### src/rtl/sys_view_pkg.sv
// Shared types and constants for the CPU snapshot read-out path:
// FSM states, frame geometry, the snapshot record and its byte selector.
package sys_view_pkg;

    typedef enum logic [1:0] {
        IDLE = 2'd0,
        SYNC = 2'd1,
        DATA = 2'd2,
        CSUM = 2'd3
    } state_t;

    localparam int SNAP_WORDS  = 11;
    localparam int SNAP_BYTES  = 22;
    localparam int FRAME_BYTES = 24;

    localparam logic [7:0] DEFAULT_SYNC_BYTE = 8'hA5;
    localparam logic [4:0] LAST_IDX          = 5'(SNAP_BYTES - 1);

    typedef struct packed {
        logic [7:0][15:0] regs;
        logic [15:0]      psw;
        logic [15:0]      pc;
        logic [15:0]      inst;
    } snap_t;

    // Word order R0..R7, PSW, PC, INST; even index is the high byte.
    function automatic logic [7:0] snap_byte(input snap_t s, input logic [4:0] idx);
        logic [3:0]  word;
        logic [15:0] w;
        word = idx[4:1];
        w    = 16'h0000;
        if (word < 4'd8) begin
            w = s.regs[word[2:0]];
        end else begin
            case (word)
                4'd8:    w = s.psw;
                4'd9:    w = s.pc;
                4'd10:   w = s.inst;
                default: w = 16'h0000;
            endcase
        end
        return idx[0] ? w[7:0] : w[15:8];
    endfunction

endpackage

### src/rtl/sys_snapshot_reader.sv
// Captures one register bank plus PSW/PC/INST on request and streams it as
// SYNC, 22 data bytes and an 8-bit additive checksum over valid/ready.
module sys_snapshot_reader
    import sys_view_pkg::*;
#(
    parameter logic [7:0] SYNC_BYTE = DEFAULT_SYNC_BYTE,
    parameter int         BANK      = 0
) (
    input  logic                   clk,
    input  logic                   rst,
    input  logic [1:0][7:0][15:0]  gprc,
    input  logic [15:0]            psw,
    input  logic [15:0]            pc,
    input  logic [15:0]            inst,
    input  logic                   req,
    input  logic                   out_ready,
    output logic                   out_valid,
    output logic [7:0]             out_data,
    output logic                   out_last,
    output logic                   busy,
    output logic [1:0]             dbg_state
);

    // Handshake: a byte moves on a rising clk edge where out_valid and
    // out_ready are both high; out_* are held unchanged until that edge.
    localparam logic BANK_SEL = BANK[0];

    state_t     state_q, state_d;
    snap_t      shadow_q, shadow_d;
    logic [7:0] sum_q, sum_d;
    logic [4:0] idx_q, idx_d;
    logic       out_valid_q, out_valid_d;
    logic [7:0] out_data_q, out_data_d;
    logic       out_last_q, out_last_d;

    logic       xfer;
    snap_t      capture;
    logic [7:0] sum_next;

    always_comb begin
        capture.regs = gprc[BANK_SEL];
        capture.psw  = psw;
        capture.pc   = pc;
        capture.inst = inst;
    end

    assign xfer     = out_valid_q & out_ready;
    assign sum_next = sum_q + out_data_q;

    always_comb begin
        state_d     = state_q;
        shadow_d    = shadow_q;
        sum_d       = sum_q;
        idx_d       = idx_q;
        out_valid_d = out_valid_q;
        out_data_d  = out_data_q;
        out_last_d  = out_last_q;

        case (state_q)
            IDLE: begin
                if (req) begin
                    shadow_d    = capture;
                    sum_d       = 8'h00;
                    idx_d       = 5'd0;
                    out_valid_d = 1'b1;
                    out_data_d  = SYNC_BYTE;
                    out_last_d  = 1'b0;
                    state_d     = SYNC;
                end
            end
            SYNC: begin
                if (xfer) begin
                    out_data_d = snap_byte(shadow_q, 5'd0);
                    state_d    = DATA;
                end
            end
            DATA: begin
                // The byte leaving now is folded in; the next one is preloaded.
                if (xfer) begin
                    sum_d = sum_next;
                    if (idx_q == LAST_IDX) begin
                        out_data_d = sum_next;
                        out_last_d = 1'b1;
                        state_d    = CSUM;
                    end else begin
                        idx_d      = idx_q + 5'd1;
                        out_data_d = snap_byte(shadow_q, idx_q + 5'd1);
                    end
                end
            end
            CSUM: begin
                if (xfer) begin
                    out_valid_d = 1'b0;
                    out_data_d  = 8'h00;
                    out_last_d  = 1'b0;
                    state_d     = IDLE;
                end
            end
            default: state_d = IDLE;
        endcase
    end

    always_ff @(posedge clk or posedge rst) begin
        if (rst) begin
            state_q     <= IDLE;
            shadow_q    <= '0;
            sum_q       <= 8'h00;
            idx_q       <= 5'd0;
            out_valid_q <= 1'b0;
            out_data_q  <= 8'h00;
            out_last_q  <= 1'b0;
        end else begin
            state_q     <= state_d;
            shadow_q    <= shadow_d;
            sum_q       <= sum_d;
            idx_q       <= idx_d;
            out_valid_q <= out_valid_d;
            out_data_q  <= out_data_d;
            out_last_q  <= out_last_d;
        end
    end

    assign out_valid = out_valid_q;
    assign out_data  = out_data_q;
    assign out_last  = out_last_q;
    assign busy      = (state_q != IDLE);
    assign dbg_state = state_q;

endmodule

### config.mk
export PLATFORM = sky130hd
export DESIGN_NAME = sys_snapshot_reader
export DESIGN_NICKNAME = d
export VERILOG_FILES = /design/src/rtl/sys_view_pkg.sv /design/src/rtl/sys_snapshot_reader.sv
export SDC_FILE = /design/constraint.sdc
export NUM_CORES = 1
export LEC_CHECK = 0
export CORE_UTILIZATION = 37
export DETAILED_ROUTE_END_ITERATION = 8
export PLACE_DENSITY = 0.67
export SKIP_LAST_GASP = 1
export SLEW_MARGIN = 10
export SYNTH_ARGS = -nofsm -noshare
export SYNTH_HDL_FRONTEND = slang
export SYNTH_SLANG_ARGS = --single-unit
### constraint.sdc
create_clock -name clk -period 14.6 [get_ports clk]
set_clock_uncertainty 0.05 [all_clocks]
set_input_delay 3.65 -clock clk [delete_from_list [all_inputs] [get_ports clk]]
set_output_delay 3.65 -clock clk [all_outputs]
set_load 0.02 [all_outputs]
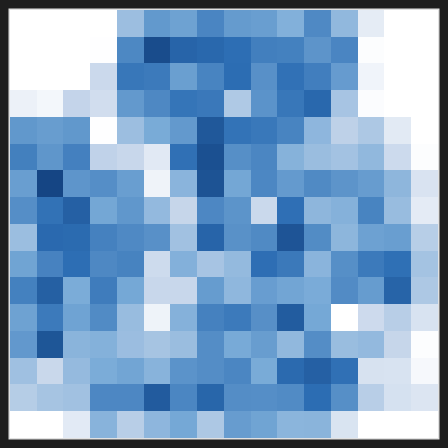
Figure 1: run 1, placement density heat map.
16 x 16 tiles, from white (low) to dark blue (high), 0 to 100% covered.
nearly empty tiles: 12%
fullest tile: 92%
tiles over 75% full: 9.0%
mean over tiles: 46%
fp util: 0.377
Util after Layout: 0.494
core region area: 26000 µm²

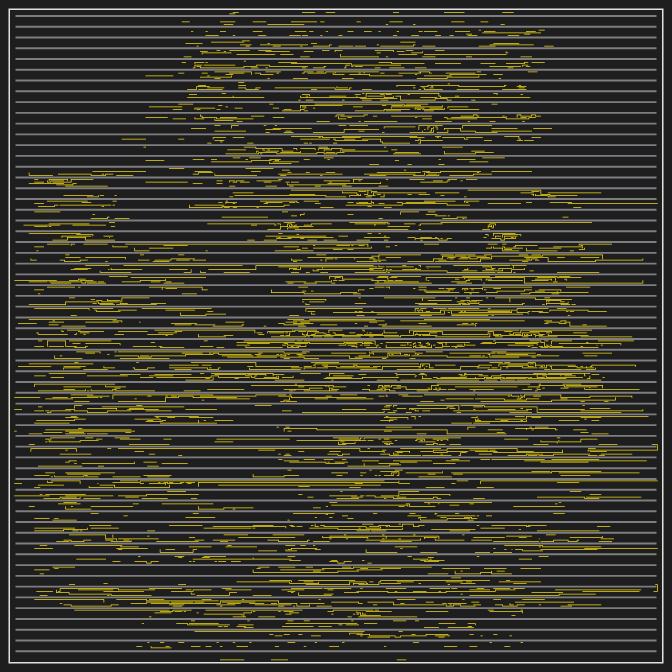
Figure 2: run 1, signal wires on met1.
Supply wires on this layer in grey.
longest straight run: 61.6 µm
share of all routed wire: 43%
wire length on this layer: 11000 µm
nets with wire on the layer: 968
main direction: horizontal
drt total wl: 25.4 mm
global routing usage on met1: 0.259
vias: 6590

==> flow_summary.ini, run 1 <==
; synthesis and place-and-route metrics
[layout]
lay_top_count = dfrtp_1
nets = 1236
inverters = 12
final_cells = 1265
drive_gt1_frac = 0.275
largest_reg_flops = 176
ff_latch_area_um2 = 5030
fillers = 2304
dominant_cells = registers
n_clock_buffer = 36
flop-count = 201
top_register = shadow_q

[power]
pg_clk_uw = 620
pwr.group.combinational_uw = 60.5
seq_power_share = 0.450
intPower_uw = 985
power.group.top = clock
cellPowerDensity_nw_per_um2 = 96.3

[critical_path]
worst_ep_arrival_time_ps = 2200
start_kind = register
r2r_end = out_data[7]$_DFFE_PP0P_
crit_path_start = dbg_state[1]$_DFFE_PP0P_
crit_chain = inv_1 -> ha_1 -> inv_1 -> clkdlybuf4s50_1

[route]
drt_iter0_drc = 333
highest_layer = met4
drt_pass1_iterations = 4

[synthesis]
postSynthSeqShare = 0.514
top_area_cell = dfrtp_1
yosys_cells = 732
yosys.area_share.xor_xnor = 0.0116
yosys_warnings = 0

[floorplanning]
die_area_um2 = 27100

[clocking]
cts_resized = 0
insertion_delay_ps = 520
cts_hold_buf = 0
cts-root-buf = clkbuf_16
cts.clk_slew.worst_paths_ps = 60

[sta]
worst_slew_pin_slew_ps = 1010
setup_violations = 0
hold_viol_final = 0

[hold_path]
min_to = shadow_q[92]$_DFFE_PP0P_

[grt]
first_global_vias = 6863
antenna_found_initial = 0

[run_status]
status = complete, no violations
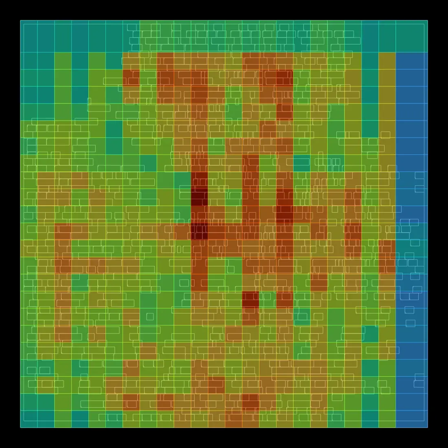
Figure 3: run 1, routing congestion.
DR WL/cell: 20.1 µm
GRT busiest layer: met2
met2 GRT Util: 0.308
Global Route met3 Usage: 0.0485
gr usage total: 0.192

Figure 4. The metal 4 layer (run 1).
The bar under the picture is 50 µm long. Supply wires on this layer in grey. Cells faint in the background.
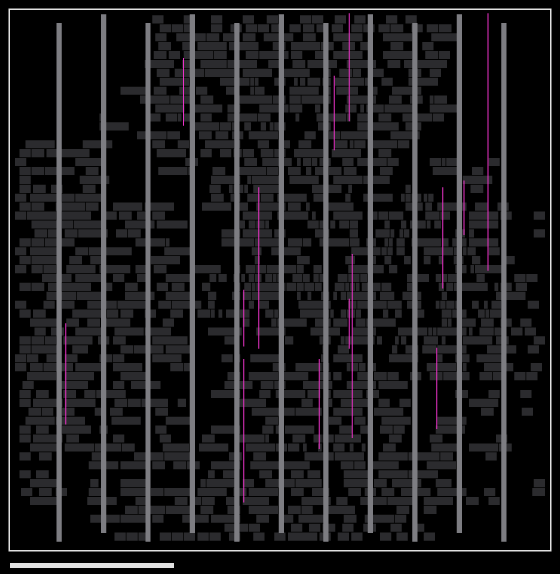

==> run 2, diff against run 1 <==
--- a/config.mk
+++ b/config.mk
@@ -7,7 +7,7 @@
 export LEC_CHECK = 0
 export CORE_UTILIZATION = 37
 export DETAILED_ROUTE_END_ITERATION = 8
-export PLACE_DENSITY = 0.67
+export PLACE_DENSITY = 0.69
 export SKIP_LAST_GASP = 1
 export SLEW_MARGIN = 10
 export SYNTH_ARGS = -nofsm -noshare
==> constraint.sdc (replaced) <==
create_clock -name clk -period 5.4 [get_ports clk]
set_clock_uncertainty 0.05 [all_clocks]
set_input_delay 1.35 -clock clk [delete_from_list [all_inputs] [get_ports clk]]
set_output_delay 1.35 -clock clk [all_outputs]
set_load 0.02 [all_outputs]
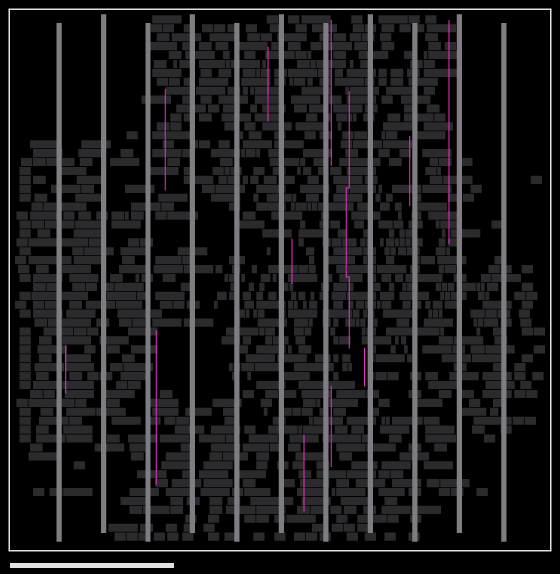
Figure 5: run 2, the metal 4 layer.
The bar under the picture is 50 µm long. Supply wires on this layer in grey. Cells faint in the background.
nets with wire on the layer: 7
wire length on this layer: 400 µm
longest straight run: 68.0 µm
vias: 6661
drt total wl: 25.2 mm

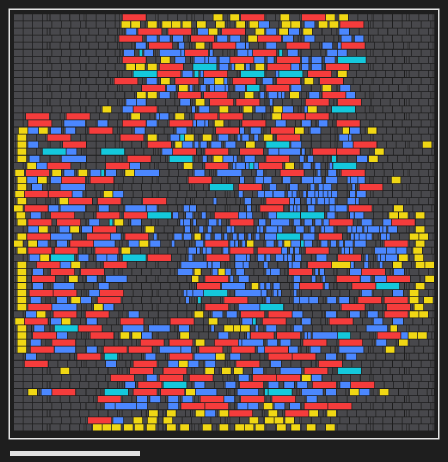
Figure 6: run 2, cell classes on the final placement.
The bar under the picture is 50 µm long. Fill, decap, tap and diode cells in grey.
| colour | class | cells | share of their area |
|---|---|---|---|
| yellow | remaining buffers and delay cells | 204 | 16% |
| cyan | clock drivers and dummy loads | 41 | 6.0% |
| red | registers | 201 | 41% |
| blue | remaining logic cells | 486 | 37% |
Placement Rows: 59
Util after Layout: 0.493

==> run 2 against run 1 <==
Sequential power grew to 2.7 times the previous value; non-clock buffer count grew 4; synthesized cell count is the same; utilization shrank 0.12 points; wire length shrank 0.75%; synthesized area is the same; sequential share of layout area grew 0.096 points; combinational power grew to 2.7 times the previous value; power grew to 2.6 times the previous value; hold slack lost 3.5 ps.
==> flow_summary.ini, run 2 <==
; synthesis and place-and-route metrics
[synthesis]
yosys.area_share.xor_xnor = 0.0116
top_area_cell = dfrtp_1
yosys.cell_count.top_type = dfrtp_1
yosys_warnings = 0
yosys_cells = 732
synthSimpleGateAreaFrac = 0.0561
syn-num-nets = 1055
yosys.area_share.aoi = 0.0709
postSynthSeqShare = 0.514

[grt]
grt.met2_usage = 0.308
first_global_vias = 6738
antenna_found_initial = 1
grt_use_met1 = 0.257
grt_use_total = 0.188
gr-usage-met3 = 0.0389
gr-max-usage-layer = met2

[sta]
max_freq_mhz = 279
min_period_ps = 3580
setup_violations = 0
hold_viol_final = 0
worst_slew_pin_slew_ps = 1030

[layout]
seq_share = 0.393
inverters = 12
buffers = 204
final_cells = 1268
nets = 1240
multi_input_comb_cells = 474
n_clock_buffer = 36
top_register = shadow_q
largest_reg_flops = 176
drive_gt1_frac = 0.276
flop-count = 201
ff_latch_area_um2 = 5030
dominant_cells = registers
final_cell_mix = dfrtp_1 (201), clkdlybuf4s50_1 (192), mux2_2 (181)
fillers = 2336
lay_top_count = dfrtp_1

[hold_path]
hold_path.class = register to register
min_to = shadow_q[107]$_DFFE_PP0P_

[route]
drt_pass1_iterations = 5
drt_iter0_drc = 436
highest_layer = met4
viasPerCell = 5.25
wl_met2_mm = 12.2
avgRoutedWirePerCell_um = 19.9

[critical_path]
worst_ep_arrival_time_ps = 2180
timing.rr.start = idx_q[0]$_DFFE_PP0P_
crit_path_start = dbg_state[1]$_DFFE_PP0P_
cp_top_family = buffers and inverters
start_kind = register
crit_chain = inv_1 -> ha_1 -> inv_1 -> clkdlybuf4s50_1
r2r_end = out_data[0]$_DFFE_PP0P_

[power]
seq_power_share = 0.469
peakVddDrop_mv = 0.188
intPower_uw = 2550
pwr.group.combinational_uw = 165
power.group.top = clock
power_leakage_uw = 0.00607
cellPowerDensity_nw_per_um2 = 251
pg_clk_uw = 1540

[place]
dp_hpwl_mm = 18.1
gp_congestion = 0.902

[clocking]
insertion_delay_ps = 510
cts_resized = 0
cts_hold_buf = 0
cts.clk_slew.worst_paths_ps = 60
cts-root-buf = clkbuf_16

[floorplanning]
fp.dieW_um = 165
fp-utilization = 0.377
die_area_um2 = 27100
coreArea_um2 = 26000

[run_status]
status = complete, no violations
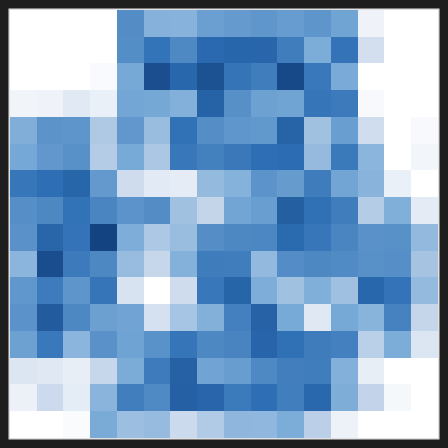
Figure 7: run 2, placement density heat map.
16 x 16 tiles, from white (low) to dark blue (high), 0 to 100% covered.

Figure 8. Routing congestion (run 2).
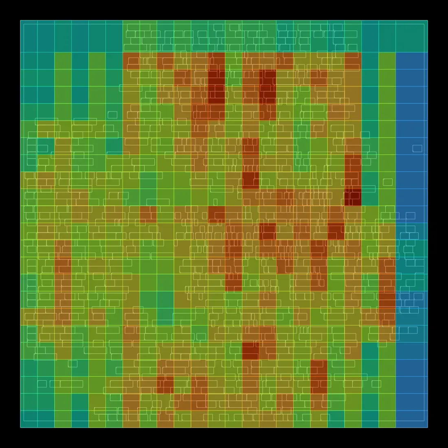

==> run 3, diff against run 2 <==
--- a/config.mk
+++ b/config.mk
@@ -7,7 +7,7 @@
 export LEC_CHECK = 0
 export CORE_UTILIZATION = 37
 export DETAILED_ROUTE_END_ITERATION = 8
-export PLACE_DENSITY = 0.69
+export PLACE_DENSITY = 0.67
 export SKIP_LAST_GASP = 1
 export SLEW_MARGIN = 10
 export SYNTH_ARGS = -nofsm -noshare
==> constraint.sdc (replaced) <==
create_clock -name clk -period 3.4 [get_ports clk]
set_clock_uncertainty 0.05 [all_clocks]
set_input_delay 0.85 -clock clk [delete_from_list [all_inputs] [get_ports clk]]
set_output_delay 0.85 -clock clk [all_outputs]
set_load 0.02 [all_outputs]
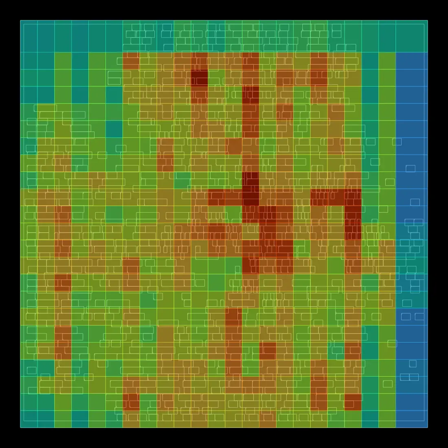
Figure 9: run 3, routing congestion.
met2 GRT Util: 0.306
gr usage total: 0.193

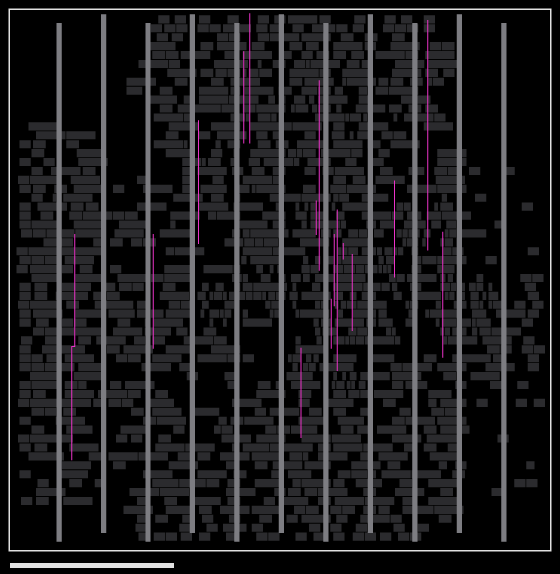
Figure 10: run 3, the metal 4 layer.
The bar under the picture is 50 µm long. Supply wires on this layer in grey. Cells faint in the background.
nets with wire on the layer: 11
share of all routed wire: 2.2%
main direction: vertical
vias: 6803
drt total wl: 25.5 mm

==> run 3 against run 2 <==
Register-to-register slack got worse by 1800 ps; non-clock buffer count increased by 21; first-iteration DRC count decreased by 3.0%; synthesized cell count unchanged; via count increased by 2.1%; design area increased by 1.8%; hold slack improved by 3.8 ps; synthesized area unchanged; combinational power increased by 62%; cell count increased by 1.7%; critical endpoint unchanged; largest cell class unchanged; largest power group unchanged.
==> flow_summary.ini, run 3 <==
; synthesis and place-and-route metrics
[critical_path]
worst_ep_arrival_time_ps = 2170
r2r_end = out_data[7]$_DFFE_PP0P_

[layout]
fillers = 2314
multi_input_comb_cells = 474
top_register = shadow_q
lay_top_count = dfrtp_1
nets = 1261
dominant_cells = registers
final_cell_mix = dfrtp_1 (201), clkdlybuf4s50_1 (192), mux2_2 (181)
largest_reg_flops = 176
seq_share = 0.386
drive_gt1_frac = 0.296
ff_latch_area_um2 = 5030

[power]
power_leakage_uw = 0.00621
peakVddDrop_mv = 0.297
pwr.group.combinational_uw = 268
seq_power_share = 0.472
cellPowerDensity_nw_per_um2 = 389
power.group.top = clock

[run_status]
status = complete, no violations

[floorplanning]
die_area_um2 = 27100
rows = 59

[synthesis]
synthSimpleGateAreaFrac = 0.0561
yosys_cells = 732
postSynthSeqShare = 0.514
yosys.area_share.aoi = 0.0709

[clocking]
cts-root-buf = clkbuf_16
cts_hold_buf = 0
insertion_delay_ps = 510
cts_resized = 0
cts.clk_slew.worst_paths_ps = 60

[route]
avgRoutedWirePerCell_um = 19.8
drt_iter0_drc = 423

[place]
dp_hpwl_mm = 18.8

[hold_path]
min_to = shadow_q[111]$_DFFE_PP0P_

[sta]
min_period_ps = 3070

[grt]
gr-max-usage-layer = met2
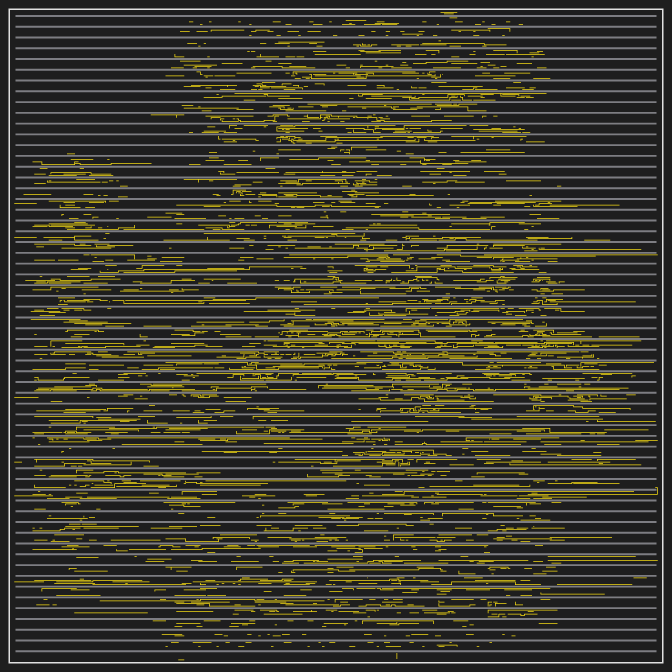
Figure 11: run 3, signal wires on met1.
Supply wires on this layer in grey.
global routing usage on met1: 0.268

Power figures rest on the tool's default switching activity, not on a simulated workload.
